--- src/rtl/step_sequencer.sv ---
// rtl/step_sequencer.sv - step_enable source selection for the flow datapath
// Conditions the manual/mode keys and sequences STEP/RUN/FAST/HALTED.

module step_sequencer_key #(
    parameter int   CYCLES  = 4,
    parameter logic PRESSED = 1'b0
) (
    input  logic i_clk,
    input  logic i_rst_n,
    input  logic i_raw,
    output logic o_press
);
    localparam int CW = $clog2(CYCLES + 1);
    localparam logic [CW-1:0] CNT_LAST = CW'(CYCLES - 1);

    logic          r_s1;
    logic          r_s2;
    logic          r_db;
    logic          r_armed;
    logic [CW-1:0] r_cnt;
    logic          w_ref;
    logic          w_diff;

    // Until a clean release has been seen, compare against the pressed level so
    // a key held through reset has to be released and pressed again.
    assign w_ref  = r_armed ? r_db : PRESSED;
    assign w_diff = (r_s2 != w_ref);

    always_ff @(posedge i_clk or negedge i_rst_n) begin
        if (!i_rst_n) begin
            r_s1    <= ~PRESSED;
            r_s2    <= ~PRESSED;
            r_db    <= ~PRESSED;
            r_armed <= 1'b0;
            r_cnt   <= '0;
            o_press <= 1'b0;
        end else begin
            r_s1    <= i_raw;
            r_s2    <= r_s1;
            o_press <= 1'b0;
            if (!w_diff) begin
                r_cnt <= '0;
            end else if (r_cnt == CNT_LAST) begin
                r_cnt   <= '0;
                r_db    <= r_s2;
                r_armed <= 1'b1;
                o_press <= r_armed && (r_s2 == PRESSED);
            end else begin
                r_cnt <= r_cnt + 1'b1;
            end
        end
    end
endmodule

module step_sequencer #(
    parameter int DEBOUNCE_CYCLES = 250000,
    parameter int RUN_BASE_LOG2   = 16
) (
    input  logic        clock,
    input  logic        resetn,
    input  logic        user_clock,
    input  logic        switch_clock,
    input  logic        clock_lock,
    input  logic [1:0]  rate,
    input  logic        halt,
    output logic        step_enable,
    output logic [1:0]  mode,
    output logic [15:0] step_count
);
    localparam logic [1:0] MODE_STEP   = 2'b00;
    localparam logic [1:0] MODE_RUN    = 2'b01;
    localparam logic [1:0] MODE_FAST   = 2'b10;
    localparam logic [1:0] MODE_HALTED = 2'b11;

    localparam int DIV_W = RUN_BASE_LOG2 + 9;
    localparam logic [DIV_W-1:0] DIV_ONES = '1;

    logic             w_user_press;
    logic             w_switch_press;
    logic [1:0]       w_next_mode;
    logic             w_mode_chg;
    logic             w_rate_chg;
    logic [DIV_W-1:0] w_div_max;
    logic             w_div_last;
    logic             w_fire;

    logic [1:0]       r_mode;
    logic [1:0]       r_rate;
    logic [DIV_W-1:0] r_div;
    logic             r_step_en;
    logic [15:0]      r_count;

    step_sequencer_key #(.CYCLES(DEBOUNCE_CYCLES), .PRESSED(1'b0)) u_user_key (
        .i_clk   (clock),
        .i_rst_n (resetn),
        .i_raw   (user_clock),
        .o_press (w_user_press)
    );

    step_sequencer_key #(.CYCLES(DEBOUNCE_CYCLES), .PRESSED(1'b1)) u_switch_key (
        .i_clk   (clock),
        .i_rst_n (resetn),
        .i_raw   (switch_clock),
        .o_press (w_switch_press)
    );

    always_comb begin
        w_next_mode = r_mode;
        if (halt) begin
            w_next_mode = MODE_HALTED;
        end else if (r_mode == MODE_HALTED) begin
            w_next_mode = MODE_STEP;
        end else if (w_switch_press && !clock_lock) begin
            case (r_mode)
                MODE_STEP: w_next_mode = MODE_RUN;
                MODE_RUN:  w_next_mode = MODE_FAST;
                default:   w_next_mode = MODE_STEP;
            endcase
        end
    end

    assign w_mode_chg = (w_next_mode != r_mode);
    assign w_rate_chg = (rate != r_rate);

    // Terminal count is N-1 where N = 2^(BASE + 3*(3-rate)).
    always_comb begin
        case (rate)
            2'd0:    w_div_max = DIV_ONES;
            2'd1:    w_div_max = DIV_ONES >> 3;
            2'd2:    w_div_max = DIV_ONES >> 6;
            default: w_div_max = DIV_ONES >> 9;
        endcase
    end

    assign w_div_last = (r_div == w_div_max);

    always_comb begin
        w_fire = 1'b0;
        if (!halt && !w_mode_chg) begin
            case (r_mode)
                MODE_STEP: w_fire = w_user_press;
                MODE_RUN:  w_fire = w_div_last && !w_rate_chg;
                MODE_FAST: w_fire = 1'b1;
                default:   w_fire = 1'b0;
            endcase
        end
    end

    always_ff @(posedge clock or negedge resetn) begin
        if (!resetn) begin
            r_mode    <= MODE_STEP;
            r_rate    <= 2'b00;
            r_div     <= '0;
            r_step_en <= 1'b0;
            r_count   <= '0;
        end else begin
            r_mode <= w_next_mode;
            r_rate <= rate;
            if (w_mode_chg || w_rate_chg || w_div_last) begin
                r_div <= '0;
            end else begin
                r_div <= r_div + 1'b1;
            end
            r_step_en <= w_fire;
            if (w_fire) begin
                r_count <= r_count + 16'd1;
            end
        end
    end

    assign step_enable = r_step_en;
    assign mode        = r_mode;
    assign step_count  = r_count;
endmodule

--- config.mk ---
export PLATFORM = sky130hd
export DESIGN_NAME = step_sequencer
export DESIGN_NICKNAME = d
export VERILOG_FILES = /design/src/rtl/step_sequencer.sv
export SDC_FILE = /design/constraint.sdc
export NUM_CORES = 1
export LEC_CHECK = 0
export CAP_MARGIN = 15
export CORE_ASPECT_RATIO = 1.2
export CORE_MARGIN = 3
export CORE_UTILIZATION = 59
export DETAILED_ROUTE_END_ITERATION = 8
export PLACE_DENSITY = 0.9
export SLEW_MARGIN = 20
export SYNTH_ARGS = -nofsm -noshare
export SYNTH_HDL_FRONTEND = slang
export SYNTH_HIERARCHICAL = 1
export SYNTH_SLANG_ARGS = --single-unit
--- constraint.sdc ---
create_clock -name clock -period 2.6 [get_ports clock]
set_input_delay 0.39 -clock clock [delete_from_list [all_inputs] [get_ports clock]]
set_output_delay 0.39 -clock clock [all_outputs]
set_load 0.05 [all_outputs]
Fig. 1: run 1, metal layers overlaid
Scale: 4 px per um. Two of the layers only.
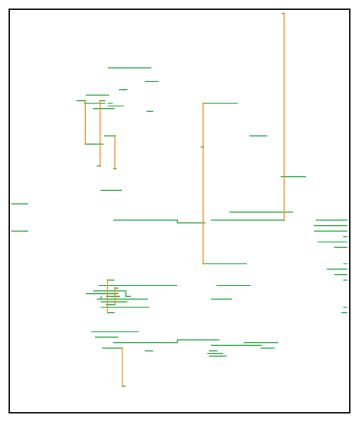
legend:
  M4:
    color: orange
    wire_length: 149 um
  M3:
    color: green
    wire_length: 370 um

Fig. 2: run 1, selected gate families
Scale: 4 px per um.
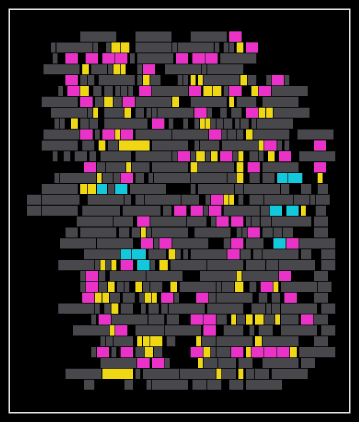
legend:
  non-inverting ao/oa cells:
    color: cyan
    cells: 10
  xor and xnor cells:
    color: magenta
    cells: 72
  nand cells:
    color: yellow
    cells: 78

Fig. 3: run 1, a small window of the routed layout
Window x 27 to 57, y 55 to 85 um. Cells in gray, sequential cells in the stronger gray; small squares are vias.
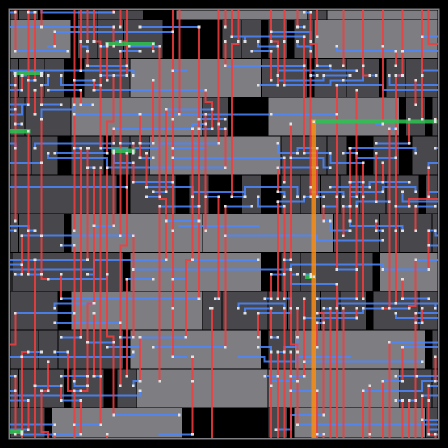
legend:
  M3:
    color: green
  M2:
    color: red
  M4:
    color: orange
  M1:
    color: blue
most frequent: nor2_1 (19), dfrtp_1 (15), xnor2_1 (7)
netlist names of flops here include: r_div (10), u_user_key/r_cnt (5)
cells with their middle in the window: 76
sequential cells in the window: 15

==> Slide: Implementation Results, run 1 <==
Implementation Results

Status
  – Status: finished, final reports clean

Cells and area
  – Layout area overhead: 13.88%
  – Non-filler cells, final: approximately 550
  – Top Layout Cells: 89 x dfrtp_1, 71 x nor2_1, 38 x xnor2_1
  – Nets: 472
  – Design Area, Final: approximately 0.005 mm2

Die
  – I/O Pins: 27
  – Die area: around 0.0085 mm2
  – Row cnt: 33
  – Placeable Area: ~0.007 mm2

Synth
  – Avg Inst Size Synth: ~10 um2
  – Top non-seq family: simple AND/OR/NAND/NOR gates
  – Asr flop ratio synth: 1.000
  – Adder share: 0.01140
  – Post-Synth XOR/XNOR Area: 0.1436
  – Commonest cells in the netlist: 89 x dfrtp_1, 71 x nor2_1, 38 x xnor2_1, 34 x xor2_1, 32 x nand3_1
  – Cell Area, Synth: 0.004390 mm2
  – Syn Nets: ~430
  – Ys flop type: dfrtp_1
  – Ao+oa area frac: 0.05358
  – Synth area leaders: dfrtp_1 51%, xnor2_1 7.6%, xor2_1 6.8%, nor2_1 6.1%, nand3_1 3.6%
  – Synth cell types: 53
  – Top-area cell share: 0.5073
  – Simple Share, Synth: 0.2474

Routing
  – Top Metal Used: met4
  – Vias: about 3.2k
  – Routed WL per cell: around 15 um
  – Met3 wire len: ~370 um
  – Post-route DRC: 0

Critical path
  – Crit path depth: 8
  – Startpoint Class: primary input
  – Reg2reg setup slack: roughly 0.14 ns
  – CP Data Required Time: around 2.9 ns
  – RR Endpoint: step_count[5]
  – CP max stage cell: clkdlybuf4s50_1
  – Worst R2R Start: r_div[21]

CTS
  – Max Root-Sink Buffers: 2
  – CTS buffer count: 9
  – Clock tree root buffer cell: clkbuf_8

Power and ir drop
  – P_int: 0.002083 W
  – Main power group: registers
  – Comb. pwr: approximately 0.00043 W
  – P_leak: approximately 2.1 nW
  – Clk pwr share: 0.321
  – Psw: 0.0008542 W
  – Reported sequential group power: between 0.0015 and 0.002 W
  – Pwr Total: about 0.0029 W
  – Sequential Power Share: 0.533
  – Power Clock: around 0.00094 W
  – Power per cell area: around 600 mW/mm2

GRT
  – M2 GR Usage: 0.3713
  – Grt peak-use layer: met2
  – Largest net degree at the start of global routing: between 40 and 50
  – Grt total ovfl: 0
  – First-pass GRT wire length: approximately 15 mm
  – Vias in the first global route: ~3.2k

STA
  – Slew headroom: 0.5667
  – RSZ-0062 raised after global routing: no
  – Setup TNS: 0 ns
  – Tmin final: roughly 2.5 ns
  – Slew @ Worst Pin: between 0.6 and 0.7 ns
  – Clock Skew: roughly 0.015 ns
  – Final worst setup slack: 0.1214 ns
  – Hold_ws: 0.01592 ns

Flow run
  – Log Warnings: 26

Placement
  – Port Buffers: 26
  – Cell Area, Placed: a little under 0.005 mm2
  – Final HPWL DP: 5.802 mm
  – Placed cells: between 500 and 600

Worst hold path
  – Hold Path Class: primary input to async pin
[run 1: area by class of cell]
type | instances | area (um2)
clock buffers | 10 | 127.6
clock inverters | 6 | 65.06
fillers | 477 | 2019
inverters | 8 | 30.03
multi-input cells | 314 | 2012
flip-flops and latches | 92 | 2306
well taps | 87 | 108.9
repair buffers | 35 | 350.3
[run 1: sequential cells by signal, indices dropped and copies added, names as in the netlist]
register	flops
u_user_key/o_press	1
u_switch_key/r_s2	1
r_rate	2
r_div	25
u_user_key/r_s1	1
step_count	16
u_user_key/r_cnt	18
u_switch_key/r_s1	1
u_user_key/r_armed	1
u_switch_key/o_press	1
step_enable	1
u_user_key/r_s2	1
mode	2
u_switch_key/r_db	1
u_user_key/r_db	1
u_switch_key/r_cnt	18
u_switch_key/r_armed	1
==> run 1 -> run 2 <==
==> constraint.sdc (replaced) <==
create_clock -name clock -period 2.8 [get_ports clock]
set_input_delay 0.42 -clock clock [delete_from_list [all_inputs] [get_ports clock]]
set_output_delay 0.42 -clock clock [all_outputs]
set_load 0.05 [all_outputs]
Fig. 4: run 2, metal layers overlaid
Scale: 4 px per um. Two of the layers only.
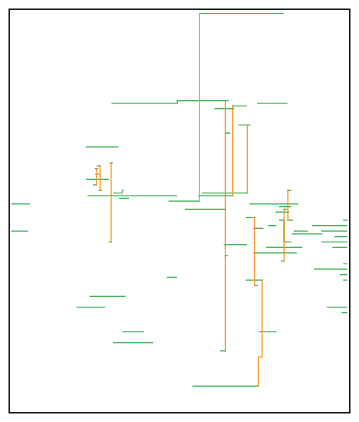
legend:
  M4:
    color: orange
    wire_length: 244 um
  M3:
    color: green
    wire_length: 334 um

==> run 2 against run 1 <==
  * Routed wire length down 0.45%
  * Flip-flop count stayed put
  * Area after synthesis unchanged
  * Via count about the same
  * Synthesized cell count unchanged
  * Largest cell class unchanged
==> Slide: Implementation Results, run 2 <==
Implementation Results

Cells and area
  – Fill cells: 488 (+2.3%)
  – Nets: 471 (-0.21%)
  – Layout area overhead: 13.79% (about the same)
  – Top class by area: sequential cells
  – Max reg flops: 25 (unchanged)
  – Largest registers: r_div x25, u_switch_key/r_cnt x18, u_user_key/r_cnt x18
  – Seq_cells: 92 (unchanged)
  – Non-filler cells, final: 551 (-0.18%)
  – #MultiIn Comb: 314 (unchanged)
  – Seq area share: 0.4616 (about the same)
  – Layout clock buffers: 10 (unchanged)
  – Non-clk bufs: 34 (-2.9%)
  – Comb area share: 0.4027 (about the same)
  – Largest Register: r_div
  – Signal buffers share of area: 0.06612 (-0.003954)
  – Logic cell area: 0.002012 mm2 (unchanged)
  – Sequential Area: 0.002306 mm2 (unchanged)
  – Top Layout Cells: 89 x dfrtp_1, 71 x nor2_1, 38 x xnor2_1
  – Non-clock inverters: 8 (unchanged)

Routing
  – DR vias/cell: 5.866
  – Vias: 3232 (+0.031%)
  – Routed WL per cell: 15.33 um (-0.27%)
  – Post-route DRC: 0 (unchanged)

GRT
  – Grt met1 use: 0.2841
  – Grt total ovfl: 0 (unchanged)
  – M2 GR Usage: 0.3574 (-0.01386)
  – Vias in the first global route: 3224 (+0.56%)
  – Largest net degree at the start of global routing: 48 (unchanged)
  – Grt peak-use layer: met2
  – First-pass GRT wire length: 15.05 mm (+2.7%)

Power and ir drop
  – Sequential Power Share: 0.524 (-0.009)
  – Power Clock: 0.000921 W (-2.2%)
  – Reported sequential group power: 0.00145 W (-8%)
  – P_int: 0.001960 W (-5.9%)
  – Comb. pwr: 0.000396 W (-7.7%)
  – P_leak: 2.074 nW (-0.41%)
  – Main power group: registers
  – Clk pwr share: 0.333 (+0.012)

Placement
  – Port Buffers: 26 (unchanged)
  – Final HPWL DP: 5.650 mm (-2.6%)
  – Placed cells: 535 (-0.19%)

Synth
  – Ao+oa area frac: 0.05358 (unchanged)
  – Yosys top cell by area: dfrtp_1
  – Adder share: 0.01140 (unchanged)
  – Syn Nets: 434 (unchanged)
  – Asr flop ratio synth: 1.000 (unchanged)
  – Commonest cells in the netlist: 89 x dfrtp_1, 71 x nor2_1, 38 x xnor2_1, 34 x xor2_1, 32 x nand3_1
  – Synth Instances: roughly 420
  – Avg Inst Size Synth: 10.40 um2 (unchanged)
  – Ys flop type: dfrtp_1
  – Post-Synth XOR/XNOR Area: 0.1436 (unchanged)
  – Simple Share, Synth: 0.2474 (unchanged)
  – Cell Area, Synth: 0.004390 mm2 (unchanged)
  – Top non-seq family: simple AND/OR/NAND/NOR gates
  – Synth cell types: 53 (unchanged)

CTS
  – Clock tree root buffer cell: clkbuf_8
  – CTS buffer count: 9 (unchanged)

STA
  – Setup TNS: 0 ns (unchanged)
  – Slew headroom: 0.5438 (-0.02292)
  – RSZ-0062 raised after global routing: no
  – Hold_ws: 0.05193 ns (+0.03601 ns)
  – Tmin final: ~2.5 ns
  – Slew @ Worst Pin: 0.6843 ns (+0.03438 ns)

Die
  – Die height: 100.5 um
  – Row cnt: 33 (unchanged)
  – Die area: 0.008516 mm2 (unchanged)
  – I/O Pins: 27 (unchanged)
  – Placeable Area: 0.007019 mm2 (unchanged)

Flow run
  – Log Warnings: 26 (unchanged)

Critical path
  – Startpoint Class: primary input
  – Crit path depth: 8 (unchanged)
  – Reg2reg setup slack: 0.33 ns (+0.19 ns)
  – RR Endpoint: step_count[13]
  – Crit path capture: step_count[13]
  – CP max stage cell: clkdlybuf4s50_1
  – Worst R2R Start: r_div[21]

Status
  – Status: finished, final reports clean
Fig. 5: run 2, a small window of the routed layout
Window x 27 to 57, y 55 to 85 um. Cells in gray, sequential cells in the stronger gray; small squares are vias.
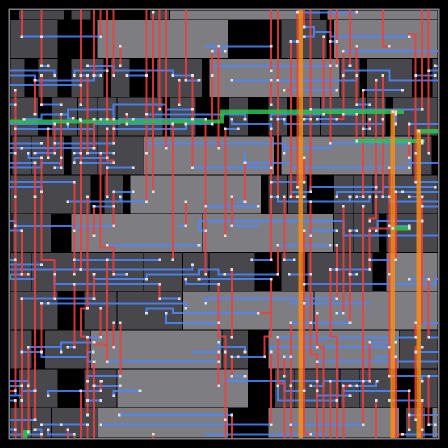
legend:
  M3:
    color: green
  M2:
    color: red
  M1:
    color: blue
  M4:
    color: orange
sequential cells in the window: 15
most frequent: nor2_1 (15), dfrtp_1 (15), nand2_1 (7)
netlist names of flops here include: u_user_key/r_cnt (8), r_div (7)
cells with their middle in the window: 75

## run 2: cell count changes in the layout (fill, tap and decap cells not counted), sizes merged
cell,change
clkinv,-2
buf,-1
clkinvlp,+1
inv,+1
## run 2: stage by stage
step / instance area (um2) / power [W] / setup slack (ns) / utilization
after global routing: 4996 / 0.002880 / 0.1354 / 0.7118
after global placement: 4787 / 0.001860 / 0.04144 / 0.6820
final: 4996 / 0.002767 / 0.2595 / 0.7118
after CTS: 4996 / 0.002787 / 0.2780 / 0.7118
after detailed placement: 4787 / 0.001869 / -0.05830 / 0.6820
after floorplan: 4390 / 0.001707 / 0.5725 / -
## run 2: metal layers
layer  vias up  part of all wire
li1       1531                 -
met1      1578              0.43
met2        98              0.51
met3        25             0.039
met4         0             0.029
met5         -                 0
No activity file was given, so power comes from the tool's default toggle rates.
